File: src/rtl/dps_w23_pkg.sv
// Shared constants for the 23-bit DPS code: widths and the per-bit weight table.
// The weights follow the Fibonacci numeral system (FNSk = k-th Fibonacci number).
package dps_w23_pkg;

   localparam int CW_W    = 23;
   localparam int DBLEN23 = 16;
   localparam int ACC_W   = DBLEN23 + 2;

   typedef logic [ACC_W-1:0] acc_t;

   // Bit 21 carries twice FNS22 and bit 22 carries FNS23.
   localparam acc_t W23 [0:CW_W-1] = '{
      acc_t'(1),     acc_t'(1),     acc_t'(2),     acc_t'(3),
      acc_t'(5),     acc_t'(8),     acc_t'(13),    acc_t'(21),
      acc_t'(34),    acc_t'(55),    acc_t'(89),    acc_t'(144),
      acc_t'(233),   acc_t'(377),   acc_t'(610),   acc_t'(987),
      acc_t'(1597),  acc_t'(2584),  acc_t'(4181),  acc_t'(6765),
      acc_t'(10946), acc_t'(35422), acc_t'(28657)
   };

endpackage

File: src/rtl/dps_wsum_slice.sv
// Combinational partial sum of BPC code bits starting at code index base.
// Indices past the top of the codeword contribute nothing.
module dps_wsum_slice
   import dps_w23_pkg::*;
#(
   parameter int BPC = 4
) (
   input  logic [BPC-1:0]   bits,
   input  logic [5:0]       base,
   output logic [ACC_W-1:0] psum
);

   logic [5:0] idx;

   always_comb begin
      psum = '0;
      idx  = '0;
      for (int j = 0; j < BPC; j++) begin
         idx = base + 6'(j);
         if (bits[j] && (idx < 6'(CW_W))) begin
            psum = psum + W23[idx[4:0]];
         end
      end
   end

endmodule

File: src/rtl/dps_decoder_23.sv
// DPS codeword decoder: iterative weighted sum of the 23 code bits, BPC bits per cycle,
// with valid/ready handshakes on both sides and an out-of-range flag.
//
//   state | meaning
//   IDLE  | waiting for a codeword, in_ready=1
//   BUSY  | accumulating BPC weighted bits per cycle
//   DONE  | result held on dataout/code_err until out_ready
module dps_decoder_23
   import dps_w23_pkg::*;
#(
   parameter int BPC = 4
) (
   input  logic               clock,
   input  logic               reset_n,
   input  logic               in_valid,
   output logic               in_ready,
   input  logic [CW_W-1:0]    codein,
   output logic               out_valid,
   input  logic               out_ready,
   output logic [DBLEN23-1:0] dataout,
   output logic               code_err
);

   localparam int NITER = (CW_W + BPC - 1) / BPC;
   localparam int IT_W  = $clog2(NITER + 1);

   localparam logic [1:0] IDLE = 2'd0;
   localparam logic [1:0] BUSY = 2'd1;
   localparam logic [1:0] DONE = 2'd2;

   logic [1:0]       state_q, state_d;
   logic [CW_W-1:0]  code_q, code_d;
   logic [ACC_W-1:0] acc_q, acc_d;
   logic [5:0]       idx_q, idx_d;
   logic [IT_W-1:0]  iter_q, iter_d;

   logic [CW_W-1:0]  code_sh;
   logic [BPC-1:0]   slice_bits;
   logic [ACC_W-1:0] psum;

   // The shadow codeword stays put; the active window is selected by shifting a copy.
   assign code_sh    = code_q >> idx_q;
   assign slice_bits = code_sh[BPC-1:0];

   dps_wsum_slice #(.BPC(BPC)) u_slice (
      .bits (slice_bits),
      .base (idx_q),
      .psum (psum)
   );

   always_comb begin
      state_d = state_q;
      code_d  = code_q;
      acc_d   = acc_q;
      idx_d   = idx_q;
      iter_d  = iter_q;
      case (state_q)
         IDLE: begin
            if (in_valid) begin
               code_d  = codein;
               acc_d   = '0;
               idx_d   = '0;
               iter_d  = IT_W'(NITER - 1);
               state_d = BUSY;
            end
         end
         BUSY: begin
            acc_d = acc_q + psum;
            idx_d = idx_q + 6'(BPC);
            if (iter_q == '0) begin
               state_d = DONE;
            end else begin
               iter_d = iter_q - IT_W'(1);
            end
         end
         DONE: begin
            if (out_ready) begin
               state_d = IDLE;
            end
         end
         default: state_d = IDLE;
      endcase
   end

   always_ff @(posedge clock) begin
      if (!reset_n) begin
         state_q <= IDLE;
         code_q  <= '0;
         acc_q   <= '0;
         idx_q   <= '0;
         iter_q  <= '0;
      end else begin
         state_q <= state_d;
         code_q  <= code_d;
         acc_q   <= acc_d;
         idx_q   <= idx_d;
         iter_q  <= iter_d;
      end
   end

   assign in_ready  = (state_q == IDLE);
   assign out_valid = (state_q == DONE);
   // Partial sums are never exposed while BUSY.
   assign dataout   = out_valid ? acc_q[DBLEN23-1:0] : '0;
   assign code_err  = out_valid & (|acc_q[ACC_W-1:DBLEN23]);

endmodule
File: config.mk
export PLATFORM = sky130hd
export DESIGN_NAME = dps_decoder_23
export DESIGN_NICKNAME = d
export VERILOG_FILES = /design/src/rtl/dps_w23_pkg.sv /design/src/rtl/dps_wsum_slice.sv /design/src/rtl/dps_decoder_23.sv
export SDC_FILE = /design/constraint.sdc
export NUM_CORES = 1
export LEC_CHECK = 0
export CAP_MARGIN = 5
export CORE_MARGIN = 2
export CORE_UTILIZATION = 30
export CTS_BUF_LIST = sky130_fd_sc_hd__clkbuf_2 sky130_fd_sc_hd__clkbuf_4 sky130_fd_sc_hd__clkbuf_8
export DETAILED_ROUTE_END_ITERATION = 10
export GPL_TIMING_DRIVEN = 0
export PLACE_DENSITY = 0.54
export SLEW_MARGIN = 0
export SYNTH_ARGS = -nofsm -noshare
export SYNTH_HDL_FRONTEND = slang
export SYNTH_SLANG_ARGS = --single-unit
File: constraint.sdc
create_clock -name clock -period 11.3 [get_ports clock]
set_input_delay 2.825 -clock clock [delete_from_list [all_inputs] [get_ports clock]]
set_output_delay 2.825 -clock clock [all_outputs]
set_load 0.02 [all_outputs]
**Run 1: I/O pins on the die edge**

The bar under the picture is 50 um long. Pins as bars across the die edge, other pins in grey.
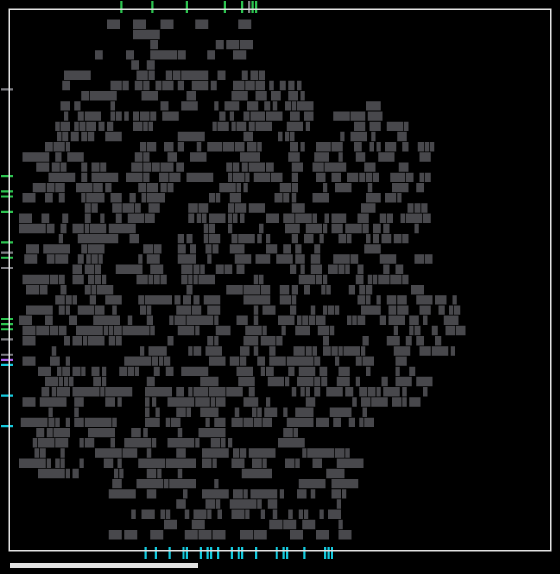
`dataout`: shown in green, pins 16, direction output, edge 9 left, 7 top. `codein`: shown in cyan, pins 23, direction input, edge 20 bottom, 3 left. `in_ready`: shown in purple, pins 1, direction output, edge left.
All pins by edge: 20 bottom, 18 left, 8 top.

**Run 1: M1 wires**

The bar under the picture is 50 um long.
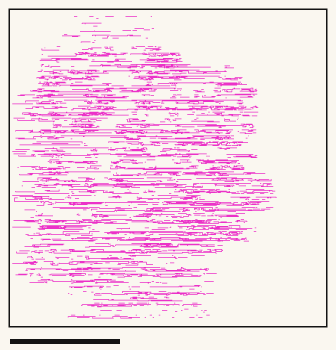
The longest straight run is 49.7 um. The layer carries 8420 um of wire. The layer holds 50% of the routed length.

==> results.tsv, run 1 <==
stage	metric	value	unit
run_status	status	complete, no violations	
pwr	p_per_area	76.8	nW/um^2
grt	grt_max_degree	17	
grt	grt_use_total	0.170	
placement	port_buffers	45	
drt	routed_wl	16900	um
cells_and_area	design_area	6790	um^2
yosys	ys_cells	783	
floorplan	num_io_pins	46	
final_timing	finClkSkew	5.21	ps
grt	gr-total-overflow	0	
final_timing	period_used_share	0.855	
floorplan	die_h	144	um
drt	dr.first_iter.drc_count	274	
yosys	yosysTopAreaCellShare	0.171	
drt	drtPass1Iterations	5	
drt	wl_per_cell	15.3	um
cells_and_area	n_clock_buffer	6	
critical_path	required	11520	ps
placement	dp_hpwl	13500	um
grt	antenna_found_initial	0	
grt	grt_pass1_wl	28200	um
yosys	top_cells_by_count	nand2_1, ha_1, a21oi_1	
floorplan	fp_util	0.304	
cells_and_area	fillers	2098	
critical_path	path_class	reg -> reg	
worst_hold_path	hp-start	iter_q[2]	
drt	antenna_left	0	
worst_hold_path	hold_path_depth	2	
critical_path	r2r_slack	1640	ps
yosys	ys_seq_share	0.171	
cells_and_area	largest_cell_class	logic gates	
yosys	topCellsByArea	dfxtp_1, ha_1, nand2_1	
cells_and_area	regArea	1000	um^2
critical_path	critPathCaptureType	flop	
floorplan	core_area	19300	um^2
final_timing	rsz0062_at_grt	no	
pwr	total_power	0.521	mW
cells_and_area	comb_share	0.667	
drt	drc	0	
yosys	edf_count	0	
critical_path	rr_worst_depth	37	
yosys	synth_area	5870	um^2
clock_network	root_buffer	clkbuf_8	
final_timing	hold_slack	467	ps
critical_path	slowest_delay	710	ps
yosys	yosys_area	5870	um^2
clock_network	cts_tree	done	
cells_and_area	buffers	86	
clock_network	clockBufferDepth	2	
grt	grt_pass1_vias	5453	
floorplan	rows	51	
yosys	synthArstFlopShare	0	
drt	via_count	5551	
pwr	power.leakage	3.04	nW
final_timing	hold_viol	0	
clock_network	cts_hold_buf	0	
critical_path	worstReg2RegStart	idx_q[2]	
final_timing	min_period	9660	ps
yosys	post_synth_num_cell_types	76	
cells_and_area	area_share_nonclk_buffers	0.0924	
placement	dpl-instance-area	6670	um^2
yosys	ff_type	dfxtp_1	
floorplan	die_x	144	um
drt	via_per_inst	5.02	
pwr	vdd_drop_max	58.7	uV
final_timing	tns	0	ps
cells_and_area	antenna_cells	0	
critical_path	cpMostUsedCell	a21o_1	
**Run 1: the clock network**

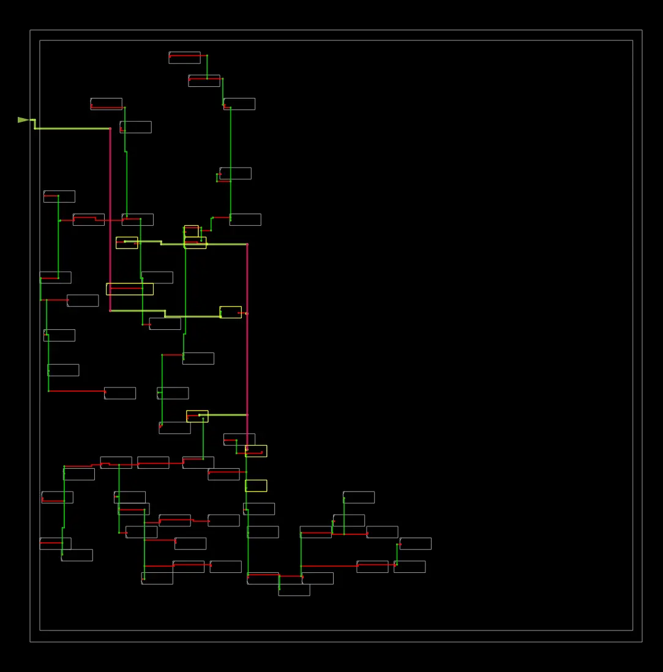
clock network power: 0.141 mW
Sink Count: 50
flip-flops: 50
CTS buffer count: 5
Clock Latency Late Sink: 320 ps

**Run 1: a small window of the routed layout**

The bar under the picture is 20 um long. Region (47, 76) to (97, 126) um. Cells in grey, sequential cells in the stronger grey; small squares are vias.
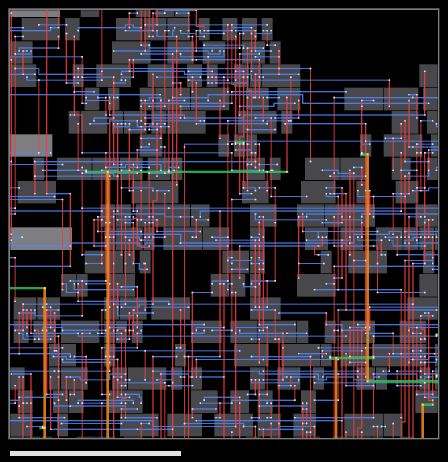
metal 2: shown in red. metal 3: shown in green. metal 4: shown in orange. metal 1: shown in blue.
Netlist names of flops here include `acc_q` (2). 168 logic cells have their middle in the window. Sequential cells in the window: 2. Most frequent: ha_1 (25), nor2_1 (17), a21oi_1 (16).

-- run 1: flip-flops by register name (all words and copies together), names as in the netlist --
| signal | flops |
|---|---|
| idx_q | 4 |
| code_q | 23 |
| iter_q | 3 |
| acc_q | 18 |
| state_q | 2 |
-- run 1: cells by family after synthesis --
family	count (synthesis)	synth area share
simple gates	280	0.235
compound gates	215	0.242
buf+inv	89	0.0608
fa+ha+maj	75	0.165
flops	50	0.171
xor+xnor	40	0.0597
mux	33	0.0657
other cells	1	0.000639
-- run 1: cell usage in the layout, fill, tap and decap left out, types with 5 or more instances in the layout --
cell type / n
nand2_1: 84
ha_1: 71
a21oi_1: 58
nor2_1: 55
dfxtp_1: 50
inv_1: 45
clkdlybuf4s50_1: 45
o21ai_0: 43
and2_1: 33
nand3_1: 32
a21boi_0: 31
clkbuf_1: 30
xnor2_1: 29
a21o_1: 23
mux2_2: 21
nor3_1: 19
nor2b_1: 17
xor2_1: 11
mux2i_1: 9
o21a_1: 8
or2_2: 7
clkbuf_8: 6
o21bai_1: 5
and3_1: 5
o31ai_1: 5
buf_1: 5
nand3b_1: 5
conb_1: 5
-- run 1: how the worst max path moves through the flow --
stage	to	slack [ps]	depth (start not counted)
finish	acc_q[17]	1640	37
global route	acc_q[17]	1080	37
global placement	acc_q[17]	1810	35
detailed placement	acc_q[17]	1810	37
floorplan	acc_q[17]	3250	37
CTS	acc_q[17]	1770	37
-- run 1: metal layers --
layer,part of all wire,wire [um],GRT usage
met2,0.46,7770,0.290
met5,0,0,0
met1,0.50,8420,0.234
met3,0.025,418,0.0147
met4,0.017,283,0.0356
-- run 1: power by group --
part | internal (mW) | total [mW] | switching, mW
Clock | 0.0730 | 0.141 | 0.0682
Combinational | 0.0747 | 0.183 | 0.108
Sequential | 0.188 | 0.197 | 0.00902
Total | 0.335 | 0.521 | 0.186
==> run 1 -> run 2 <==
- CORE_ASPECT_RATIO: not set -> 0.9
**Run 2: where the registers sit**

The bar under the picture is 50 um long. Other sequential cells in the stronger grey, the rest of the logic in the fainter grey.
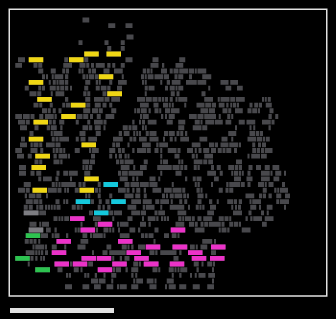
`iter_q`: shown in green, placed flops 3. `acc_q`: shown in yellow, placed flops 18. `code_q`: shown in magenta, placed flops 23. `idx_q`: shown in cyan, placed flops 4.
Another 2 sequential cells are not coloured.

**Run 2: I/O pins on the die edge**

The bar under the picture is 50 um long. Pins as bars across the die edge, other pins in grey.
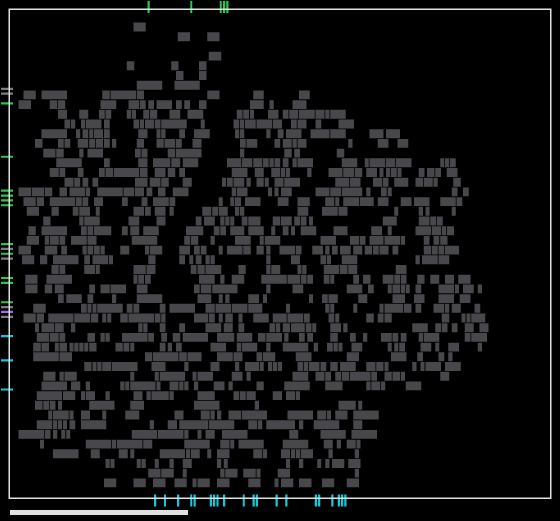
`codein`: shown in cyan, pins 23, direction input, edge 20 bottom, 3 left. `dataout`: shown in green, pins 16, direction output, edge 11 left, 5 top. `in_ready`: shown in purple, pins 1, direction output, edge left.
All pins by edge: 21 left, 20 bottom, 5 top.
die span in x: 151 um
Buffers on Ports: 45
die height: 137 um

==> results.tsv, run 2 <==
stage	metric	value	unit	change
run_status	status	complete, no violations		unchanged
cells_and_area	design_area	6750	um^2	was 6790 um^2
yosys	yosys_area	5870	um^2	unchanged
cells_and_area	final_layout_top_logic_cells	nand2_1, ha_1, a21oi_1, nor2_1, dfxtp_1		unchanged
critical_path	slowest_delay	740	ps	was 710 ps
yosys	synthAoiAreaFrac	0.242		unchanged
yosys	ff_type	dfxtp_1		unchanged
yosys	xor_share	0.0597		unchanged
final_timing	finClkSkew	5.33	ps	was 5.21 ps
final_timing	min_period	9520	ps	was 9660 ps
grt	grt_pass1_wl	27900	um	was 28200 um
drt	routed_wl	17100	um	was 16900 um
yosys	ys_cells	783		unchanged
clock_network	cts_made_buffers	5		unchanged
pwr	p_per_area	74.1	nW/um^2	was 76.8 nW/um^2
placement	place_ws	1930	ps	was 1810 ps
pwr	power.leakage	3.03	nW	was 3.04 nW
clock_network	root_buffer	clkbuf_8		unchanged
cells_and_area	final_common_cell	nand2_1		unchanged
yosys	ys_sh_mux	0.0657		unchanged
cells_and_area	finalNonFillerCells	1090		was 1105
floorplan	core_area	19200	um^2	was 19300 um^2
clock_network	cts_hold_buf	0		unchanged
pwr	sequentialPowerShare	0.394		was 0.378
final_timing	hold_slack	463	ps	was 467 ps
yosys	synth_area	5870	um^2	unchanged
yosys	adder_share	0.165		unchanged
final_timing	hold_viol	0		unchanged
critical_path	required	11540	ps	was 11520 ps
placement	dp_hpwl	13600	um	was 13500 um
drt	wl_per_cell	15.7	um	was 15.3 um
pwr	comb_power_share	0.366		was 0.351
clock_network	clockBufferDepth	2		unchanged
cells_and_area	fin_nets	941		unchanged
yosys	post_synth_num_cell_types	76		unchanged
clock_network	cts_tree	done		unchanged
drt	drc	0		unchanged
critical_path	critPathCaptureType	flop		unchanged
yosys	top_cells_by_count	nand2_1, ha_1, a21oi_1		unchanged
yosys	yosysTopAreaCellShare	0.171		unchanged
grt	grt_max_degree	17		unchanged
final_timing	period_used_share	0.843		was 0.855
drt	antenna_left	0		unchanged
critical_path	path_class	reg -> reg		unchanged
cells_and_area	largest_register_ff_count	23		unchanged
cells_and_area	regMostFlops	code_q		unchanged
pwr	clkPwrFrac	0.239		was 0.271
critical_path	cpMostUsedCell	a21o_1		unchanged
clock_network	cts_sinks	50		unchanged
final_timing	tns	0	ps	unchanged
placement	dpl-instance-area	6650	um^2	was 6670 um^2
floorplan	fp_util	0.306		was 0.304
cells_and_area	antenna_cells	0		unchanged
drt	via_per_inst	5.17		was 5.02
yosys	ys_seq_share	0.171		unchanged
drt	via_count	5636		was 5551
cells_and_area	top_regs	code_q x23, acc_q x18, idx_q x4		unchanged
pwr	switchingPower	0.187	mW	was 0.186 mW
final_timing	rsz0062_at_grt	no		unchanged
grt	grt_use_total	0.171		was 0.170
pwr	vdd_drop_max	54.7	uV	was 58.7 uV
final_timing	slew_violations	0		unchanged
floorplan	num_io_pins	46		unchanged
grt	gr-total-overflow	0		unchanged
yosys	yosys.area_share.simple	0.235		unchanged
yosys	synthArstFlopShare	0		unchanged
pwr	p_int	0.313	mW	was 0.335 mW
flow_run	tool_warnings	33		unchanged
drt	drtPass1Iterations	5		unchanged
drt	dr.first_iter.drc_count	297		was 274
yosys	edf_count	0		unchanged
clock_network	insertion_delay	320	ps	about the same
yosys	topCellsByArea	dfxtp_1, ha_1, nand2_1		unchanged
pwr	total_power	0.500	mW	was 0.521 mW
floorplan	rows	48		was 51
grt	grt_pass1_vias	5379		was 5453
pwr	swShare	0.374		was 0.356
grt	antenna_found_initial	0		unchanged
yosys	syn_inst	783		unchanged
[run 2: cell counts after synthesis]
Identical to the previous run, type by type.
[run 2: layer usage]
layer	global-route usage	up-vias	routed length [um]
met4	0.0384	0	261
met1	0.249	2645	8870
met3	0.0220	19	613
met5	0	-	0
met2	0.267	104	7360
li1	-	2868	-
[run 2: path summary, 6_finish.rpt]
kind	from	to	slack, ps	cells after the start
max	idx_q[2]	acc_q[17]	1780	38
min	iter_q[2]	iter_q[2]	460	2
max reg2reg	idx_q[2]	acc_q[17]	1780	38
min reg2reg	iter_q[2]	iter_q[2]	460	2
[run 2: layout make-up]
type	instances	area, um^2
Timing Repair Buffer	45	450
Clock inverter	2	16.3
Sequential cell	50	1000
Fill cell	2006	12400
Inverter	48	180
Buffer	41	176
Clock buffer	6	82.6
Multi-Input combinational cell	648	4530
Tap cell	250	313
[run 2: power groups by stage]
| stage | Sequential (mW) | Clock, mW | Combinational [mW] |
|---|---|---|---|
| finish | 0.197 | 0.120 | 0.183 |
| detailed placement | 0.201 | 0 | 0.183 |
| floorplan | 0.198 | 0 | 0.130 |
| global route | 0.199 | 0.130 | 0.208 |
| CTS | 0.197 | 0.125 | 0.184 |
| global placement | 0.201 | 0 | 0.181 |
[run 2: cells by family after synthesis]
group	after synthesis
and+or+nand+nor	280
AOI/OAI and AO/OA	215
buffers and inverters	89
adders and majority gates	75
DFF	50
xor gates and xnor gates	40
muxes	33
other	1
[run 2: worst max-delay path, delay by kind of cell (launching register included)]
family	cells	cell delay (ps)
xor+xnor	2	230
buf+inv	2	420
compound gates	21	3930
fa+ha+maj	5	1650
mux	2	690
simple gates	6	1780
flops	1	740
==> run 2 -> run 3 <==
- clock period: 11.3 -> 9.1 ns (I/O delays scaled with it)
**Run 3: a small window of the routed layout**

The bar under the picture is 20 um long. Region (51, 71) to (101, 121) um. Cells in grey, sequential cells in the stronger grey; small squares are vias.
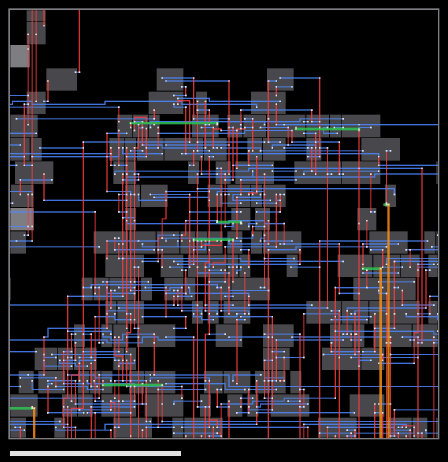
metal 4: shown in orange. metal 2: shown in red. metal 3: shown in green. metal 1: shown in blue.
137 logic cells have their middle in the window. Sequential cells in the window: 0. Most frequent: ha_1 (20), a21oi_1 (15), nor2_1 (12).

**Run 3: the clock network**

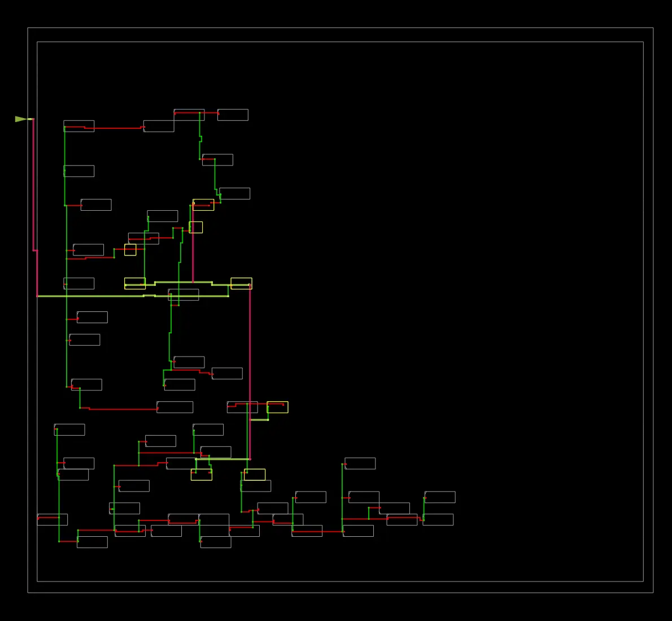
clock skew: 6.55 ps
CLK BUF: 6
clock network power: 0.149 mW

==> results.tsv, run 3 <==
stage	metric	value	unit	change
grt	gr-total-overflow	0		unchanged
yosys	topCellsByArea	dfxtp_1, ha_1, nand2_1		unchanged
cells_and_area	logic_area	4570	um^2	was 4530 um^2
yosys	yosys_area	5870	um^2	unchanged
cells_and_area	antenna_cells	0		unchanged
critical_path	r2r-end	acc_q[17]		unchanged
final_timing	min_period	8630	ps	was 9520 ps
drt	antenna_left	0		unchanged
critical_path	path_delay_family	AND-OR/OR-AND gates		unchanged
yosys	ys_seq_share	0.171		unchanged
yosys	xor_share	0.0597		unchanged
pwr	power.leakage	3.05	nW	was 3.03 nW
yosys	top_cells_by_count	nand2_1, ha_1, a21oi_1		unchanged
grt	antenna_found_initial	0		unchanged
cells_and_area	finalNonFillerCells	1093		was 1090
cells_and_area	regMostFlops	code_q		unchanged
floorplan	core_area	19200	um^2	unchanged
critical_path	path_depth	35		was 38
drt	drtPass1Iterations	4		was 5
pwr	p_per_area	91.6	nW/um^2	was 74.1 nW/um^2
clock_network	root_buffer	clkbuf_8		unchanged
floorplan	die_h	137	um	unchanged
yosys	top_logic_kind	AND-OR/OR-AND gates		unchanged
critical_path	worstReg2RegStart	idx_q[2]		unchanged
cells_and_area	largest_register_ff_count	23		unchanged
critical_path	slowest_delay	670	ps	was 740 ps
yosys	yosysTopAreaCellShare	0.171		unchanged
yosys	synth_area	5870	um^2	unchanged
clock_network	clockBufferDepth	2		unchanged
yosys	edf_count	0		unchanged
grt	grt_max_degree	17		unchanged
critical_path	cpMostUsedCell	ha_1		was a21o_1
clock_network	cts_tree	done		unchanged
floorplan	num_io_pins	46		unchanged
yosys	ff_type	dfxtp_1		unchanged
drt	via_count	5625		was 5636
cells_and_area	fillers	2002		was 2006
floorplan	fp_util	0.306		unchanged
yosys	adder_share	0.165		unchanged
critical_path	critPathCaptureType	flop		unchanged
floorplan	rows	48		unchanged
yosys	syn_inst	783		unchanged
yosys	ys_cells	783		unchanged
final_timing	hold_viol	0		unchanged
grt	met1_usage	0.250		was 0.249
critical_path	required	9330	ps	was 11540 ps
placement	port_buffers	45		unchanged
flow_run	tool_warnings	33		unchanged
cells_and_area	design_area	6820	um^2	was 6750 um^2
cells_and_area	final_layout_top_logic_cells	nand2_1, ha_1, a21oi_1, nor2_1, dfxtp_1		unchanged
grt	grt_pass1_vias	5380		was 5379
drt	wl_per_cell	15.7	um	about the same
critical_path	rr_worst_depth	35		was 38
clock_network	cts_made_buffers	5		unchanged
clock_network	insertion_delay	320	ps	about the same
clock_network	cts_hold_buf	0		unchanged
grt	grt_pass1_wl	28000	um	was 27900 um
pwr	vdd_drop_max	68.6	uV	was 54.7 uV
final_timing	slew_violations	0		unchanged
drt	dr.first_iter.drc_count	319		was 297
yosys	synthArstFlopShare	0		unchanged
run_status	status	complete, no violations		unchanged
yosys	post_synth_num_cell_types	76		unchanged
drt	via_per_inst	5.15		was 5.17
critical_path	r2r_slack	470	ps	was 1780 ps
clock_network	cts_sinks	50		unchanged
placement	dpl-instance-area	6650	um^2	unchanged
placement	place_ws	-270	ps	was 1930 ps
grt	grt_use_total	0.171		about the same
yosys	yosys.area_share.simple	0.235		unchanged
placement	dp_hpwl	13600	um	unchanged
cells_and_area	final_common_cell	nand2_1		unchanged
critical_path	endpoint	acc_q[17]		unchanged
critical_path	path_class	reg -> reg		unchanged
cells_and_area	top_regs	code_q x23, acc_q x18, idx_q x4		unchanged
grt	met2_usage	0.267		unchanged
grt	top_usage_layer	met2		unchanged
yosys	synthAoiAreaFrac	0.242		unchanged
drt	drc	0		unchanged
critical_path	critPathLaunch	idx_q[2]		unchanged
-- run 3: cell counts after synthesis --
Identical to the previous run, type by type.
-- run 3: per-stage QoR --
step	hold WS, ps	util	setup TNS (ps)	power (mW)
6_report	463	0.356	0	0.624
5_1_grt	479	0.356	-13.0	0.670
4_1_cts	469	0.352	0	0.629
3_5_place_dp	455	0.347	-270	0.477
3_3_place_gp	450	0.347	-241	0.474
2_1_floorplan	433	-	0	0.407
-- run 3: report_power, final --
part / internal, mW / leakage [nW] / switching [mW]
logic: 0.0947 / 2.60 / 0.138
clock network: 0.0629 / 0.0478 / 0.0859
registers: 0.233 / 0.409 / 0.00992
-- run 3: cells by family (layout without fill, tap and decap cells) --
family,count (synthesis),in the layout
adders and majority gates,75,75
DFF,50,50
other,1,5
buffers and inverters,89,145
and+or+nand+nor,280,280
muxes,33,33
xor gates and xnor gates,40,40
AOI/OAI and AO/OA,215,215
-- run 3: final cells by class --
type | instances | area share
repair buffers | 48 | 0.0694
well taps | 250 | 0.0459
flip-flops and latches | 50 | 0.147
clock inverters | 2 | 0.00239
multi-input cells | 648 | 0.671
plain buffers | 41 | 0.0259
inverters | 48 | 0.0264
clock buffers | 6 | 0.0121
-- run 3: how the worst min path moves through the flow --
stage | depth (start not counted) | slack (ps) | from | to
CTS | 2 | 470 | iter_q[2] | iter_q[2]
global placement | 2 | 450 | iter_q[2] | iter_q[2]
detailed placement | 2 | 450 | iter_q[2] | iter_q[2]
floorplan | 2 | 430 | iter_q[2] | iter_q[2]
finish | 2 | 460 | iter_q[2] | iter_q[2]
global route | 2 | 480 | iter_q[2] | iter_q[2]
-- run 3: layer usage --
layer | vias to the layer above | part of all wire
li1 | 2869 | -
met1 | 2632 | 0.52
met2 | 104 | 0.43
met3 | 20 | 0.034
met4 | 0 | 0.016
met5 | - | 0
Power and IR drop assume default switching activity.
